`src/rtl/seg7_count_monitor.sv`:
```
// Checks a 7-segment counter display: syncs and debounces the bus, decodes digits, verifies a mod-MOD up-count.
// Status outputs are registered one cycle after a pattern is accepted; SEG7_MON_QCHECK_EN adds an iQ cross-check.
module seg7_count_monitor #(
    parameter int MOD            = 8,
    parameter int STABLE_CYC     = 4,
    parameter int SEG_ACTIVE_LOW = 0,
    parameter int ERRW           = 8,
    parameter int STEPW          = 16
) (
    input  logic             CLK,
    input  logic             rst_n,
    input  logic [6:0]       iSeg,
`ifdef SEG7_MON_QCHECK_EN
    input  logic [3:0]       iQ,
    output logic             oMismatch,
`endif
    output logic [3:0]       oValue,
    output logic             oValid,
    output logic             oLocked,
    output logic             oErr,
    output logic [ERRW-1:0]  oErrCnt,
    output logic [STEPW-1:0] oStepCnt
);

    typedef enum logic [1:0] {IDLE, TRACK, ERR} state_t;

    logic [6:0] seg_s1, seg_s2, samp, cand, acc_pat;
    logic [7:0] run;
    logic       accept;
    logic [3:0] dig, ref_dig, next_ref;
    logic       known, legal;
    logic [ERRW-1:0] err_next;
    state_t     state;

    assign samp   = (SEG_ACTIVE_LOW != 0) ? ~seg_s2 : seg_s2;
    // run saturates at STABLE_CYC; comparing against acc_pat keeps a held pattern from re-firing
    assign accept = (run == 8'(STABLE_CYC)) && (cand != acc_pat);

    always_ff @(posedge CLK or negedge rst_n) begin
        if (!rst_n) begin
            seg_s1  <= '0;
            seg_s2  <= '0;
            cand    <= '0;
            run     <= '0;
            acc_pat <= '0;
        end else begin
            seg_s1 <= iSeg;
            seg_s2 <= seg_s1;
            if (samp != cand) begin
                cand <= samp;
                run  <= 8'd1;
            end else if (run != 8'(STABLE_CYC)) begin
                run <= run + 8'd1;
            end
            if (accept)
                acc_pat <= cand;
        end
    end

    always_comb begin
        known = 1'b1;
        dig   = 4'd0;
        case (cand)
            7'h3F: dig = 4'h0;
            7'h06: dig = 4'h1;
            7'h5B: dig = 4'h2;
            7'h4F: dig = 4'h3;
            7'h66: dig = 4'h4;
            7'h6D: dig = 4'h5;
            7'h7D: dig = 4'h6;
            7'h07: dig = 4'h7;
            7'h7F: dig = 4'h8;
            7'h6F: dig = 4'h9;
            7'h77: dig = 4'hA;
            7'h7C: dig = 4'hB;
            7'h39: dig = 4'hC;
            7'h5E: dig = 4'hD;
            7'h79: dig = 4'hE;
            7'h71: dig = 4'hF;
            default: known = 1'b0;
        endcase
    end

    assign legal    = known && (int'(dig) < MOD);
    assign next_ref = (ref_dig == 4'(MOD - 1)) ? 4'd0 : ref_dig + 4'd1;
    assign err_next = (oErrCnt == '1) ? oErrCnt : oErrCnt + ERRW'(1);

`ifdef SEG7_MON_QCHECK_EN
    logic [3:0] q_s1, q_s2;

    always_ff @(posedge CLK or negedge rst_n) begin
        if (!rst_n) begin
            q_s1      <= '0;
            q_s2      <= '0;
            oMismatch <= 1'b0;
        end else begin
            q_s1      <= iQ;
            q_s2      <= q_s1;
            oMismatch <= accept && legal && (q_s2 != dig);
        end
    end
`endif

    always_ff @(posedge CLK or negedge rst_n) begin
        if (!rst_n) begin
            state    <= IDLE;
            ref_dig  <= '0;
            oValue   <= '0;
            oValid   <= 1'b0;
            oLocked  <= 1'b0;
            oErr     <= 1'b0;
            oErrCnt  <= '0;
            oStepCnt <= '0;
        end else begin
            oValid <= 1'b0;
            oErr   <= 1'b0;
            if (accept) begin
                if (legal) begin
                    oValue  <= dig;
                    oValid  <= 1'b1;
                    ref_dig <= dig;
                    if (state == IDLE || dig == next_ref) begin
                        state   <= TRACK;
                        oLocked <= 1'b1;
                        if (state != IDLE)
                            oStepCnt <= oStepCnt + STEPW'(1);
                    end else begin
                        state   <= ERR;
                        oLocked <= 1'b0;
                        oErr    <= 1'b1;
                        oErrCnt <= err_next;
                    end
                end else begin
                    oErr    <= 1'b1;
                    oErrCnt <= err_next;
                    if (state != IDLE) begin
                        state   <= ERR;
                        oLocked <= 1'b0;
                    end
                end
            end
        end
    end

endmodule

```
`config.mk`:
```
export PLATFORM = sky130hd
export DESIGN_NAME = seg7_count_monitor
export DESIGN_NICKNAME = d
export VERILOG_FILES = /design/src/rtl/seg7_count_monitor.sv
export SDC_FILE = /design/constraint.sdc
export NUM_CORES = 1
export LEC_CHECK = 0
export CAP_MARGIN = 20
export CORE_ASPECT_RATIO = 1.1
export CORE_MARGIN = 1.5
export CORE_UTILIZATION = 40
export DETAILED_ROUTE_END_ITERATION = 6
export GPL_TIMING_DRIVEN = 0
export HOLD_SLACK_MARGIN = 0.02
export MAX_ROUTING_LAYER = met4
export PLACE_DENSITY_LB_ADDON = 0.1
export SYNTH_ARGS = -nofsm -noshare
export SYNTH_HDL_FRONTEND = slang
export SYNTH_SLANG_ARGS = --single-unit
```
`constraint.sdc`:
```
create_clock -name CLK -period 3.21 [get_ports CLK]
set_input_delay 0.963 -clock CLK [delete_from_list [all_inputs] [get_ports CLK]]
set_output_delay 0.963 -clock CLK [all_outputs]
set_load 0.01 [all_outputs]
```
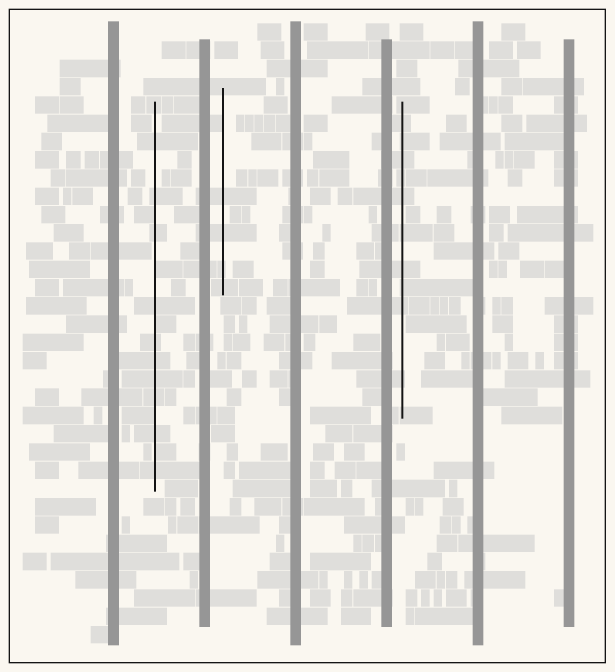
(images/met4.png)
Supply wires on this layer in gray. Cells faint in the background.
share of all routed wire: 2.3%
nets with wire on the layer: 2
DR vias: 2253
Detailed Route WL: 5.92 mm

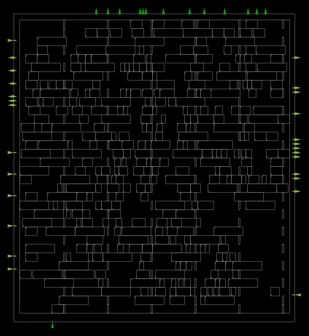
(images/final_placement.png)
Fill cells: 755
seq_cells: 68
Tapcells: 108
num rows: 34

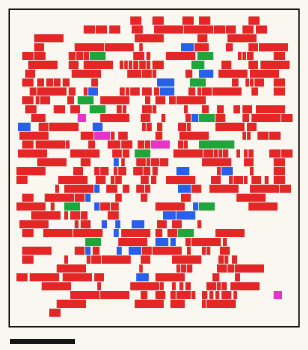
(images/drive_strength.png)
Bar = 20 µm.
[magenta] drive 3 to 4 | cells: 4 | share: 1.1%
[red] drive 1 or less | cells: 305 | share: 87%
[blue] drive 2 | cells: 28 | share: 8.0%
[green] drive 6 and up | cells: 13 | share: 3.7%

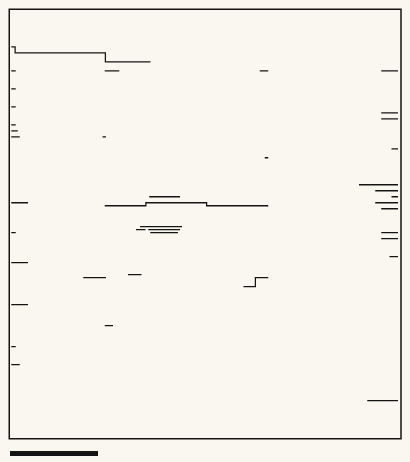
(images/met3.png)
Bar = 20 µm.
share of all routed wire: 3.3%
wire length on this layer: 193 µm
nets with wire on the layer: 32
met3 Use GR: 0.0306

==> results_dict.tcl <==
# yosys + openroad results
set metrics [dict create \
    status "finished, final reports clean" \
    final_area_um2 3950 \
    fin_crit_ns 2.86 \
    yosys-top-cells-area "dfrtp_1 (53%), xnor2_1 (6.5%), xor2_1 (5.7%)" \
    critPathBufInv 2 \
    clk_latency_ns 0.34 \
    rr_worst_depth 9 \
    crit_required_ns 3.44 \
    syn_area_um2 3220 \
    ys_cells 295 \
    final_cell_mix "dfrtp_1 (68), clkdlybuf4s50_1 (38), xnor2_1 (24), nor2_1 (24)" \
    rrSetupSlack_ns 0.35 \
    cts-htree-levels 3 \
    syn-instance-count 295 \
    ios 40 \
    finalSetupViolCount 0 \
    ff_type "dfrtp_1" \
    numCtsBuffers 9 \
    drv_cap 0 \
    drive_above_1_share 0.129 \
    dieWidth_um 88.6 \
    final_util 0.502 \
    yosysWarningCount 0 \
    clock_path_buffers 2 \
    synth.net_count 309 \
    hold_violations 0 \
    slew_viol_final 0 \
    place.gp.congestion 0.829 \
    dr.pass1.iters 4 \
    largest_register_ffs 16 \
    cts_resized 0 \
    antenna_found_initial 0 \
    max_freq_mhz 350 \
    synth_flops 68 \
    yosysTopAreaCellShare 0.528 \
    cp_max_fo 10 \
    grt.busiest_layer "met2" \
    holdCritStartpoint "seg_s1[0]" \
    met2_usage 0.241 \
    dp.final_hpwl_mm 4.07 \
    synth.distinct_cells 46 \
    cts_tree "built" \
    port_buffers 39 \
    crit_type "flip-flop to flip-flop" \
    crit_top_cell "buf_2" \
    grt_overflow 0 \
    cts_setup_buffers 0 \
    worst_pin_slew_ns 0.850 \
    post_drt_wl_per_cell_um 12.9 \
    antennaDiodeCount 0 \
    grt_usage 0.161 \
    path_cells "buf_2 > buf_2 > nor4b_1 > a211oi_1 > o211ai_1 > xor2_1 > o21ai_0 > a21oi_2 > mux2_2" \
    top_cell "dfrtp_1" \
    async_flop_share 1.00 \
    coreArea_um2 7870 \
    hold_slack_ns 0.347 \
    peakVddDrop_v 0.000273 \
    crit_path_start_kind "flip-flop" \
    nNetsFinal 359 \
    drt-initial-drc-count 72 \
    die.size.y_um 97.1 \
    antenna_left 0 \
    critical-path-top-delay-family "AND-OR/OR-AND gates" \
    r2r_end "oErrCnt[1]" \
    end_kind "flip-flop" \
    die_area_um2 8600 \
    slew-limit-headroom 0.434 \
    synth_chip_area_um2 3220 \
    area_growth_pct 22.8 \
    cp_slowest_stage_delay_ns 0.37 \
    edf_count 0 \
    initCoreUtil 0.409 \
    grt_pass1_vias 2200 \
    grt_max_degree 69 \
]
[power by group]
group	switching [mW]	total (mW)	internal, mW
Sequential	0.00831	0.879	0.870
Clock	0.310	0.709	0.399
Combinational	0.0513	0.0850	0.0338
[worst max path at each step]
stage,start,to,slack (ns),cells after the start
after detailed placement,run[3],oStepCnt[10],0.27,8
after global routing,run[3],oStepCnt[10],0.19,8
after CTS,run[3],oStepCnt[10],0.26,8
final,cand[3],oErrCnt[1],0.35,9
after floorplan,cand[4],oStepCnt[1],0.62,9
after global placement,rst_n,oErr,-1.22,1
[per-layer routing]
layer | routed length [µm] | up-vias | share of wire
met3 | 193 | 11 | 0.033
met5 | 0 | - | 0
met4 | 135 | 0 | 0.023
met2 | 2810 | 45 | 0.48
met1 | 2780 | 1083 | 0.47
li1 | - | 1114 | -
[area by class of cell]
cell class | count | area (µm²)
tap | 108 | 135
clock inverter | 4 | 47.5
timing repair buffer | 39 | 388
multi-input combinational | 200 | 1410
clock buffer | 12 | 155
inverter | 8 | 30.0
buffer | 19 | 90.1
fill | 755 | 3920
sequential | 68 | 1700
[metrics by stage]
stage	setup WS (ns)	std cells	total power, mW	TNS [ns]
after global routing	0.189	458	1.76	0
final	0.352	458	1.67	0
after global placement	-1.22	442	0.981	-82.85
after floorplan	0.615	295	0.942	0
after detailed placement	0.267	442	0.982	0
after CTS	0.257	458	1.71	0
[kinds of logic (layout without fill, tap and decap cells)]
family / count (synthesis) / count (layout) / share of synthesized area
buffers and inverters: 27 / 82 / 0.0373
xor gates and xnor gates: 45 / 45 / 0.122
adders and majority gates: 5 / 5 / 0.0194
AOI/OAI and AO/OA: 29 / 29 / 0.0641
muxes: 10 / 10 / 0.0346
and+or+nand+nor: 111 / 111 / 0.194
DFF: 68 / 68 / 0.528
No activity file was given, so power comes from the tool's default toggle rates.
